### Clock wiring as the flow saved it, run 1

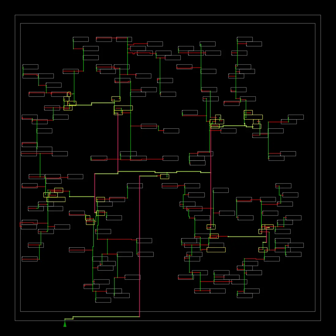
### Zoomed window, run 1

The bar under the picture is 20 um long. Window x 66 to 116, y 102 to 152 um. Cells in grey, sequential cells in the stronger grey; small squares are vias.
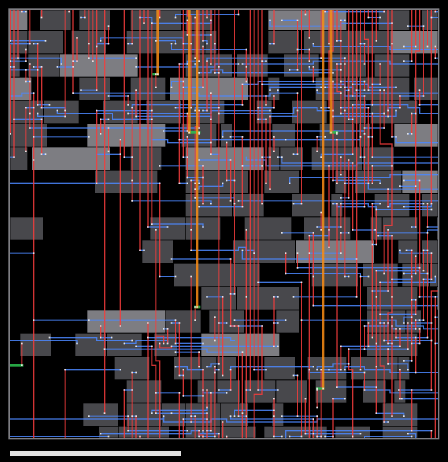
### I/O pins on the die edge, run 1

The bar under the picture is 50 um long. Pins as bars across the die edge, other pins in grey.
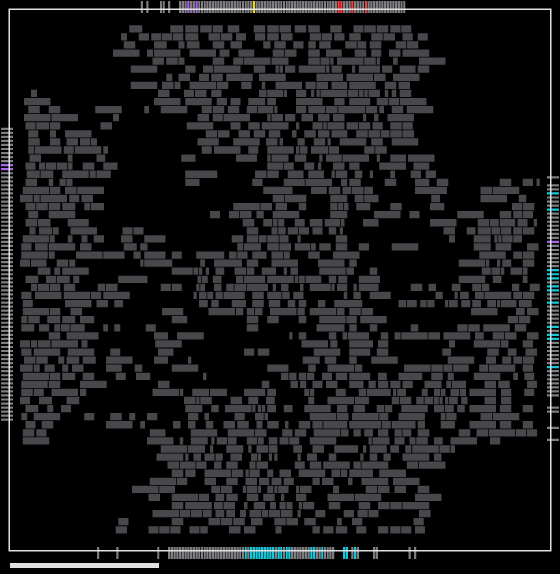
### Sequential cells coloured by netlist name, run 1

The bar under the picture is 50 um long. Other sequential cells in the stronger grey, the rest of the logic in the fainter grey.
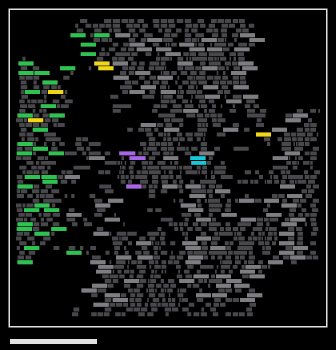
`config.mk`:
```
export PLATFORM = sky130hd
export DESIGN_NAME = mem_stage
export DESIGN_NICKNAME = d
export VERILOG_FILES = /design/src/rtl/mem_stage.sv
export SDC_FILE = /design/constraint.sdc
export NUM_CORES = 1
export LEC_CHECK = 0
export CAP_MARGIN = 20
export CORE_MARGIN = 3
export CORE_UTILIZATION = 25
export CTS_BUF_LIST = sky130_fd_sc_hd__clkbuf_8
export CTS_CLUSTER_DIAMETER = 150
export DETAILED_ROUTE_END_ITERATION = 10
export SETUP_SLACK_MARGIN = 0.1
export SKIP_CTS_REPAIR_TIMING = 1
export SYNTH_ARGS = -nofsm -noshare
export SYNTH_HDL_FRONTEND = slang
export SYNTH_SLANG_ARGS = --single-unit
```
`constraint.sdc`:
```
create_clock -name clk -period 2.4 [get_ports clk]
set_clock_uncertainty 0.2 [all_clocks]
set_input_delay 0.48 -clock clk [delete_from_list [all_inputs] [get_ports clk]]
set_output_delay 0.48 -clock clk [all_outputs]
set_load 0.02 [all_outputs]
```
`src/rtl/mem_stage.sv`:
```
`default_nettype none
// ============================================================================
// mem_stage : MEM pipeline stage - data-bus load/store, load align/extend,
//             WB handoff, MEM->EX forwarding and load-busy hazard flag.
// Rev 1.0
// ============================================================================
module mem_stage #(
  parameter int XLEN = 32
) (
  input  logic            clk,
  input  logic            rst,
  input  logic            mem_flush_i,
  input  logic            EX_valid_i,
  output logic            MEM_ready_o,
  input  logic [XLEN-1:0] EX_pc_i,
  input  logic [XLEN-1:0] EX_alu_res_i,
  input  logic [XLEN-1:0] EX_rs2_rdata_i,
  input  logic            EX_load_i,
  input  logic            EX_store_i,
  input  logic [1:0]      EX_size_i,
  input  logic            EX_unsigned_i,
  input  logic            EX_rd_wen_i,
  input  logic [4:0]      EX_rd_idx_i,
  output logic            dbus_req_valid_o,
  input  logic            dbus_req_ready_i,
  output logic [XLEN-1:0] dbus_req_addr_o,
  output logic            dbus_req_wen_o,
  output logic [XLEN-1:0] dbus_req_wdata_o,
  output logic [3:0]      dbus_req_wmask_o,
  input  logic            dbus_rsp_valid_i,
  input  logic [XLEN-1:0] dbus_rsp_rdata_i,
  input  logic            dbus_rsp_err_i,
  output logic            MEM_valid_o,
  input  logic            WB_ready_i,
  output logic [XLEN-1:0] MEM_pc_o,
  output logic            MEM_rd_wen_o,
  output logic [4:0]      MEM_rd_idx_o,
  output logic [XLEN-1:0] MEM_fwd_data_o,
  output logic            MEM_load_busy_o,
  output logic            MEM_misalign_o,
  output logic            MEM_bus_err_o
);

  typedef enum logic [2:0] {
    S_IDLE  = 3'd0,
    S_REQ   = 3'd1,
    S_RSP   = 3'd2,
    S_DONE  = 3'd3,
    S_DRAIN = 3'd4
  } state_e;

  state_e          state_q, state_d;
  logic            data_valid_q, data_valid_d;
  logic [XLEN-1:0] pc_q, addr_q, sdata_q, rdata_q;
  logic            load_q, store_q, unsigned_q, rd_wen_q, err_q;
  logic [1:0]      size_q;
  logic [4:0]      rd_idx_q;

  logic            w_capture, w_ex_misalign, w_go_req, w_rsp_take;
  logic            w_misalign, w_in_slot, w_in_req, w_in_done;
  logic [XLEN-1:0] w_lane, w_load_data, w_wdata;
  logic [3:0]      w_wmask;

  // Half needs addr[0]==0; word (and the illegal size 3) needs addr[1:0]==0.
  function automatic logic misaligned(input logic [1:0] size, input logic [1:0] a);
    misaligned = ((size == 2'd1) && a[0]) || (size[1] && (a != 2'b00));
  endfunction

  assign w_in_req   = (state_q == S_REQ);
  assign w_in_done  = (state_q == S_DONE);
  assign w_in_slot  = data_valid_q && ((state_q == S_IDLE) || w_in_done);

  assign MEM_valid_o = w_in_slot;
  assign MEM_ready_o = ((state_q == S_IDLE) || w_in_done) &&
                       (!data_valid_q || (MEM_valid_o && WB_ready_i));

  assign w_capture     = MEM_ready_o && EX_valid_i && !mem_flush_i;
  assign w_ex_misalign = misaligned(EX_size_i, EX_alu_res_i[1:0]);
  assign w_go_req      = w_capture && (EX_load_i || EX_store_i) && !w_ex_misalign;
  assign w_rsp_take    = (state_q == S_RSP) && dbus_rsp_valid_i && !mem_flush_i;

  always_comb begin
    data_valid_d = data_valid_q;
    if (mem_flush_i)      data_valid_d = 1'b0;
    else if (MEM_ready_o) data_valid_d = EX_valid_i;
  end

  always_comb begin
    state_d = state_q;
    case (state_q)
      S_IDLE: begin
        if (w_go_req) state_d = S_REQ;
      end
      S_REQ: begin
        // A flush in the accept cycle still leaves a response in flight.
        if (dbus_req_ready_i) state_d = mem_flush_i ? S_DRAIN : S_RSP;
        else if (mem_flush_i) state_d = S_IDLE;
      end
      S_RSP: begin
        if (dbus_rsp_valid_i) state_d = mem_flush_i ? S_IDLE : S_DONE;
        else if (mem_flush_i) state_d = S_DRAIN;
      end
      S_DONE: begin
        if (mem_flush_i)     state_d = S_IDLE;
        else if (WB_ready_i) state_d = w_go_req ? S_REQ : S_IDLE;
      end
      S_DRAIN: begin
        if (dbus_rsp_valid_i) state_d = S_IDLE;
      end
      default: state_d = S_IDLE;
    endcase
  end

  always_ff @(posedge clk or negedge rst) begin
    if (!rst) begin
      state_q      <= S_IDLE;
      data_valid_q <= 1'b0;
      pc_q         <= '0;
      addr_q       <= '0;
      sdata_q      <= '0;
      rdata_q      <= '0;
      load_q       <= 1'b0;
      store_q      <= 1'b0;
      unsigned_q   <= 1'b0;
      rd_wen_q     <= 1'b0;
      err_q        <= 1'b0;
      size_q       <= 2'd0;
      rd_idx_q     <= 5'd0;
    end else begin
      state_q      <= state_d;
      data_valid_q <= data_valid_d;
      if (w_capture) begin
        pc_q       <= EX_pc_i;
        addr_q     <= EX_alu_res_i;
        sdata_q    <= EX_rs2_rdata_i;
        load_q     <= EX_load_i;
        store_q    <= EX_store_i;
        unsigned_q <= EX_unsigned_i;
        rd_wen_q   <= EX_rd_wen_i;
        size_q     <= EX_size_i;
        rd_idx_q   <= EX_rd_idx_i;
        err_q      <= 1'b0;
      end
      if (w_rsp_take) begin
        rdata_q <= dbus_rsp_rdata_i;
        err_q   <= dbus_rsp_err_i;
      end
    end
  end

  assign w_misalign = (load_q || store_q) && misaligned(size_q, addr_q[1:0]);
  assign w_lane     = rdata_q >> {addr_q[1:0], 3'b000};

  always_comb begin
    w_load_data = w_lane;
    w_wdata     = sdata_q;
    w_wmask     = 4'b1111;
    case (size_q)
      2'd0: begin
        w_load_data = {{(XLEN-8){!unsigned_q && w_lane[7]}}, w_lane[7:0]};
        w_wdata     = {4{sdata_q[7:0]}};
        w_wmask     = 4'b0001 << addr_q[1:0];
      end
      2'd1: begin
        w_load_data = {{(XLEN-16){!unsigned_q && w_lane[15]}}, w_lane[15:0]};
        w_wdata     = {2{sdata_q[15:0]}};
        w_wmask     = addr_q[1] ? 4'b1100 : 4'b0011;
      end
      default: begin
        w_load_data = w_lane;
        w_wdata     = sdata_q;
        w_wmask     = 4'b1111;
      end
    endcase
  end

  assign dbus_req_valid_o = w_in_req;
  assign dbus_req_addr_o  = w_in_req ? {addr_q[XLEN-1:2], 2'b00} : '0;
  assign dbus_req_wen_o   = w_in_req && store_q;
  assign dbus_req_wdata_o = (w_in_req && store_q) ? w_wdata : '0;
  assign dbus_req_wmask_o = (w_in_req && store_q) ? w_wmask : 4'b0000;

  assign MEM_pc_o        = data_valid_q ? pc_q : '0;
  assign MEM_rd_idx_o    = data_valid_q ? rd_idx_q : 5'd0;
  assign MEM_misalign_o  = data_valid_q && w_misalign;
  assign MEM_bus_err_o   = data_valid_q && w_in_done && err_q;
  assign MEM_load_busy_o = data_valid_q && load_q && !w_misalign && !w_in_done;
  // Loads only forward once their data has arrived cleanly.
  assign MEM_rd_wen_o    = w_in_slot && rd_wen_q && !store_q && !w_misalign &&
                           (!load_q || (w_in_done && !err_q));

  always_comb begin
    MEM_fwd_data_o = '0;
    if (data_valid_q) begin
      if (!load_q)                    MEM_fwd_data_o = addr_q;
      else if (w_in_done && !err_q)   MEM_fwd_data_o = w_load_data;
    end
  end

endmodule
`default_nettype wire

```
==> deck_impl_summary.md, run 1 <==
Key Metrics from the Run

Clocking
  • CTS Buffer Depth: 2
  • Clk pin slew, worst setup/hold paths: roughly 0.090 ns

Logic synthesis
  • Top cells, area: dfrtp_1 (47%), mux2_2 (19%), and2_1 (4.8%), mux2i_1 (4.4%), nand2_1 (3.5%)
  • Post-synth top cells: dfrtp_1 (144), mux2_2 (131), nand2_1 (71)
  • Simple-Gate Area Share: 15.23%
  • XOR/XNOR Area Share: less than 1%
  • Ys flop type: dfrtp_1
  • Post-synthesis compound-gate area fraction: approximately 7.8%
  • Synth top cell by count: dfrtp_1
  • Yosys adder share: 0%

Pwr
  • Sw frac: ~36%
  • Power Total: between 10 and 15 mW
  • Combinational share of power: 44.7%
  • VDD IR max: about 490 uV
  • Switching pwr: 3.831 mW
  • Sequential power share: between 30% and 40%

Die
  • Core ar.: ~30,000 um2
  • FP Core Util: ~26%
  • Tapcells: a little under 400

Cells and area
  • Buffer share of cell area: 33.22%
  • Share of layout cells above drive strength 1: 49.41%
  • Flop count: about 140
  • Final Cell Area: approximately 14,000 um2
  • Top cell excl fill/tap: clkdlybuf4s50_1
  • Logic area: 4573 um2

Final timing
  • Endpoints failing setup: 91
  • Final worst setup slack: -0.4282 ns
  • Final hold slack: 0.2587 ns

Drt
  • First-pass DRT Iterations: 4
  • DR WL met3: between 1.5 and 2 mm
  • Final wirelength: between 20 and 30 mm
  • Vias/cell: between 4 and 5
  • Top sig layer: met5

Setup path
  • Critical Path AT: approximately 2.2 ns
  • RR Startpoint: state_q[2]
  • CP startpoint kind: flop
  • Max incr delay on CP: between 0.5 and 0.6 ns
  • CP Depth: 6
  • Crit path DRT: 1.72 ns

Global routing
  • Initial antenna violation count: 5
  • GRT busiest layer: met2

Job
  • Stage-log warning count: 27

Outcome
  • Failing checks: setup timing
  • Status: finished with violations

Worst hold path
  • Tightest Hold Check Type: input port to async pin
About 'Clock wiring as the flow saved it':
number of CTS-inserted buffers: 17
clk latency late pin: 0.46 ns

About 'Zoomed window':
| layer | colour |
|---|---|
| metal 3 | green |
| metal 1 | blue |
| metal 4 | orange |
| metal 2 | red |
sequential cells in the window: 11
netlist names of flops here include: sdata_q (9)
most frequent: buf_6 (22), clkdlybuf4s50_1 (18), dfrtp_1 (11)
cells with their middle in the window: 130

About 'I/O pins on the die edge':
| port | colour | pins | direction | edge |
|---|---|---|---|---|
| EX_rd_idx_i | purple | 5 | input | 2 north, 2 west, 1 east |
| dbus_req_wmask_o | red | 4 | output | north |
| MEM_valid_o | yellow | 1 | output | north |
| MEM_fwd_data_o | cyan | 32 | output | 20 south, 12 east |
all pins by edge: 88 north, 73 west, 73 south, 58 east

About 'Sequential cells coloured by netlist name':
| netlist name | colour | placed flops |
|---|---|---|
| size_q | cyan | 2 |
| rd_idx_q | yellow | 5 |
| pc_q | green | 32 |
| state_q | purple | 3 |
Seq power: 3.77 mW
Seq/total area: 26.30%
area occupied by registers: 3608 um2
Final Util: 45.69%

==> inputs of run 2 (changes only) <==
--- a/config.mk
+++ b/config.mk
@@ -6,7 +6,7 @@
 export NUM_CORES = 1
 export LEC_CHECK = 0
 export CAP_MARGIN = 20
-export CORE_MARGIN = 3
+export CORE_MARGIN = 1.5
 export CORE_UTILIZATION = 25
 export CTS_BUF_LIST = sky130_fd_sc_hd__clkbuf_8
 export CTS_CLUSTER_DIAMETER = 150
==> run 2 against run 1 <==
The run still ends with setup timing left. Final area decreased by 1.8%. Synthesized cell count unchanged. Critical path depth is 1 higher. Highest routed layer unchanged.
==> deck_impl_summary.md, run 2 <==
Key Metrics from the Run

Logic synthesis
  • Synth top cell by count: dfrtp_1
  • Yosys stat cell total: approximately 710
  • Post-synthesis compound-gate area fraction: 7.824% (unchanged)
  • Simple-Gate Area Share: 15.23% (unchanged)
  • Top cells, area: dfrtp_1 (47%), mux2_2 (19%), and2_1 (4.8%), mux2i_1 (4.4%), nand2_1 (3.5%)
  • XOR/XNOR Area Share: 0.1134% (unchanged)
  • Post-synth top cells: dfrtp_1 (144), mux2_2 (131), nand2_1 (71)
  • Ys flop type: dfrtp_1
  • Yosys adder share: 0% (unchanged)

Setup path
  • Cell Chain, Critical Path: mux4_2, nor3b_4, buf_6, buf_6, a21oi_4, o21ai_2, buf_6
  • CP Depth: 7 (+1)
  • Max incr delay on CP: 0.54 ns (about the same)
  • Critical Path Most Common Cell: buf_6
  • RR Startpoint: state_q[2]
  • Critical Path AT: 2.16 ns (about the same)
  • CP startpoint kind: flop

Drt
  • Vias/cell: 4.628 (-0.91%)
  • DR WL met3: 1.849 mm (-4.0%)
  • Final wirelength: 29.19 mm (-2.4%)
  • Initial DRC count: roughly 310
  • First-pass DRT Iterations: 4 (unchanged)

Outcome
  • Failing checks: setup timing
  • Status: finished with violations

Cells and area
  • Final Cell Area: 13,470 um2 (-1.8%)
  • Share of layout cells above drive strength 1: 50.05% (+0.64 points)
  • Logic area: 4503 um2 (-1.5%)
  • Fin cells: 1,504
  • Top cell excl fill/tap: clkdlybuf4s50_1

Pwr
  • Sw frac: 36.25% (+0.60 points)
  • Combinational share of power: 44.7% (about the same)
  • VDD IR max: 378.5 uV (-23%)
  • Power Total: 10.67 mW (-0.70%)
  • Sequential power share: 35.2% (about the same)

Clocking
  • CTS Buffer Depth: 2 (unchanged)
  • Clk latency late pin: 0.46 ns (about the same)
  • Clk pin slew, worst setup/hold paths: 0.09 ns (about the same)

Worst hold path
  • Tightest Hold Check Type: input port to async pin

Final timing
  • Final hold slack: 0.2867 ns (+0.02796 ns)
  • Final worst setup slack: -0.4368 ns (-0.008584 ns)
  • Endpoints failing setup: 93 (+2.2%)

Job
  • Stage-log warning count: 27 (unchanged)

Global routing
  • Initial antenna violation count: 5 (unchanged)

Die
  • Tapcells: 396 (+1.5%)
  • Core ar.: 30,510 um2 (+1.6%)
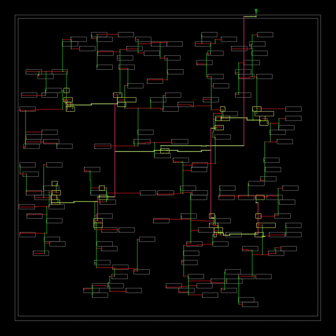
*Clock wiring as the flow saved it, run 2*
CTS sink cnt: 144
flop count: 144
# clk buffers: 18

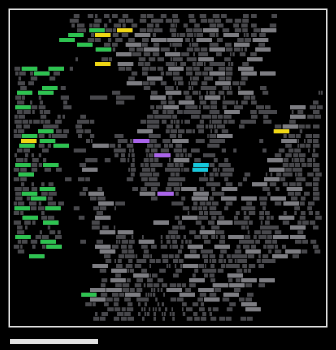
*Sequential cells coloured by netlist name, run 2*
The bar under the picture is 50 um long. Other sequential cells in the stronger grey, the rest of the logic in the fainter grey.
| netlist name | colour | placed flops |
|---|---|---|
| size_q | cyan | 2 |
| rd_idx_q | yellow | 5 |
| state_q | purple | 3 |
| pc_q | green | 32 |
Seq power: 3.76 mW
area occupied by registers: 3611 um2
Final Util: 44.16%
Seq/total area: 26.80%

==> inputs of run 3 (changes only) <==
--- a/config.mk
+++ b/config.mk
@@ -12,7 +12,7 @@
 export CTS_CLUSTER_DIAMETER = 150
 export DETAILED_ROUTE_END_ITERATION = 10
 export SETUP_SLACK_MARGIN = 0.1
-export SKIP_CTS_REPAIR_TIMING = 1
+export SKIP_LAST_GASP = 1
 export SYNTH_ARGS = -nofsm -noshare
 export SYNTH_HDL_FRONTEND = slang
 export SYNTH_SLANG_ARGS = --single-unit
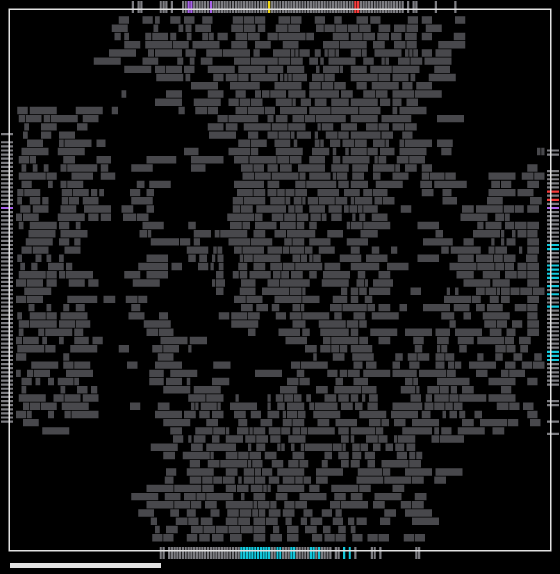
*I/O pins on the die edge, run 3*
The bar under the picture is 50 um long. Pins as bars across the die edge, other pins in grey.
| port | colour | pins | direction | edge |
|---|---|---|---|---|
| MEM_valid_o | yellow | 1 | output | north |
| EX_rd_idx_i | purple | 5 | input | 3 north, 1 west, 1 east |
| dbus_req_wmask_o | red | 4 | output | 2 east, 2 north |
| MEM_fwd_data_o | cyan | 32 | output | 20 south, 12 east |

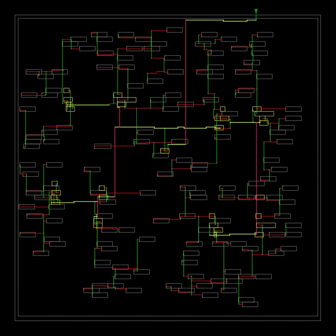
*Clock wiring as the flow saved it, run 3*
clock distribution power: 2.15 mW

==> run 3 against run 2 <==
Critical path type unchanged. Cell count rose by 3.1%. Worst hold slack worse by 0.0046 ns. The flow still finishes with violations (setup timing). Largest cell class is now buffers. Sequential cell count did not move. Global-route usage up 1.8 points. Die area unchanged.
==> deck_impl_summary.md, run 3 <==
Key Metrics from the Run

Logic synthesis
  • Synth top cell by count: dfrtp_1
  • Top cells, area: dfrtp_1 (47%), mux2_2 (19%), and2_1 (4.8%), mux2i_1 (4.4%), nand2_1 (3.5%)
  • Post-synthesis compound-gate area fraction: 7.824% (unchanged)
  • Simple-Gate Area Share: 15.23% (unchanged)
  • Post-synth top cells: dfrtp_1 (144), mux2_2 (131), nand2_1 (71)
  • Ys flop type: dfrtp_1
  • XOR/XNOR Area Share: 0.1134% (unchanged)

Pwr
  • Power Total: 11.47 mW (+7.5%)
  • Sw frac: 35.94% (-0.31 points)
  • Seq power: 3.78 mW (about the same)
  • VDD IR max: 385.4 uV (+1.8%)

Clocking
  • CTS Buffer Depth: 2 (unchanged)
  • Clk pin slew, worst setup/hold paths: 0.09 ns (about the same)
  • CTS sink cnt: 144 (unchanged)
  • Clk latency late pin: 0.46 ns (about the same)

Die
  • Core ar.: 30,510 um2 (unchanged)
  • Tapcells: 396 (unchanged)

Cells and area
  • Fin cells: 1,551 (+3.1%)
  • Top cell excl fill/tap: clkdlybuf4s50_1
  • Seq/total area: 24.38% (-2.4 points)
  • Logic area: 4971 um2 (+10%)
  • Share of layout cells above drive strength 1: 55.21% (+5.2 points)
  • Flop count: 144 (unchanged)
  • Area occupied by registers: 3607 um2 (-0.10%)

Job
  • Stage-log warning count: 28 (+3.7%)

Final timing
  • Final worst setup slack: -0.4549 ns (-0.01812 ns)
  • Endpoints failing setup: 203 (+120%)

Drt
  • DR WL met3: 2.039 mm (+10%)
  • Final wirelength: 31.19 mm (+6.9%)

Outcome
  • Status: finished with violations
  • Failing checks: setup timing

Global routing
  • Initial antenna violation count: 5 (unchanged)

Setup path
  • RR Startpoint: state_q[0]
No activity file was given, so power comes from the tool's default toggle rates.
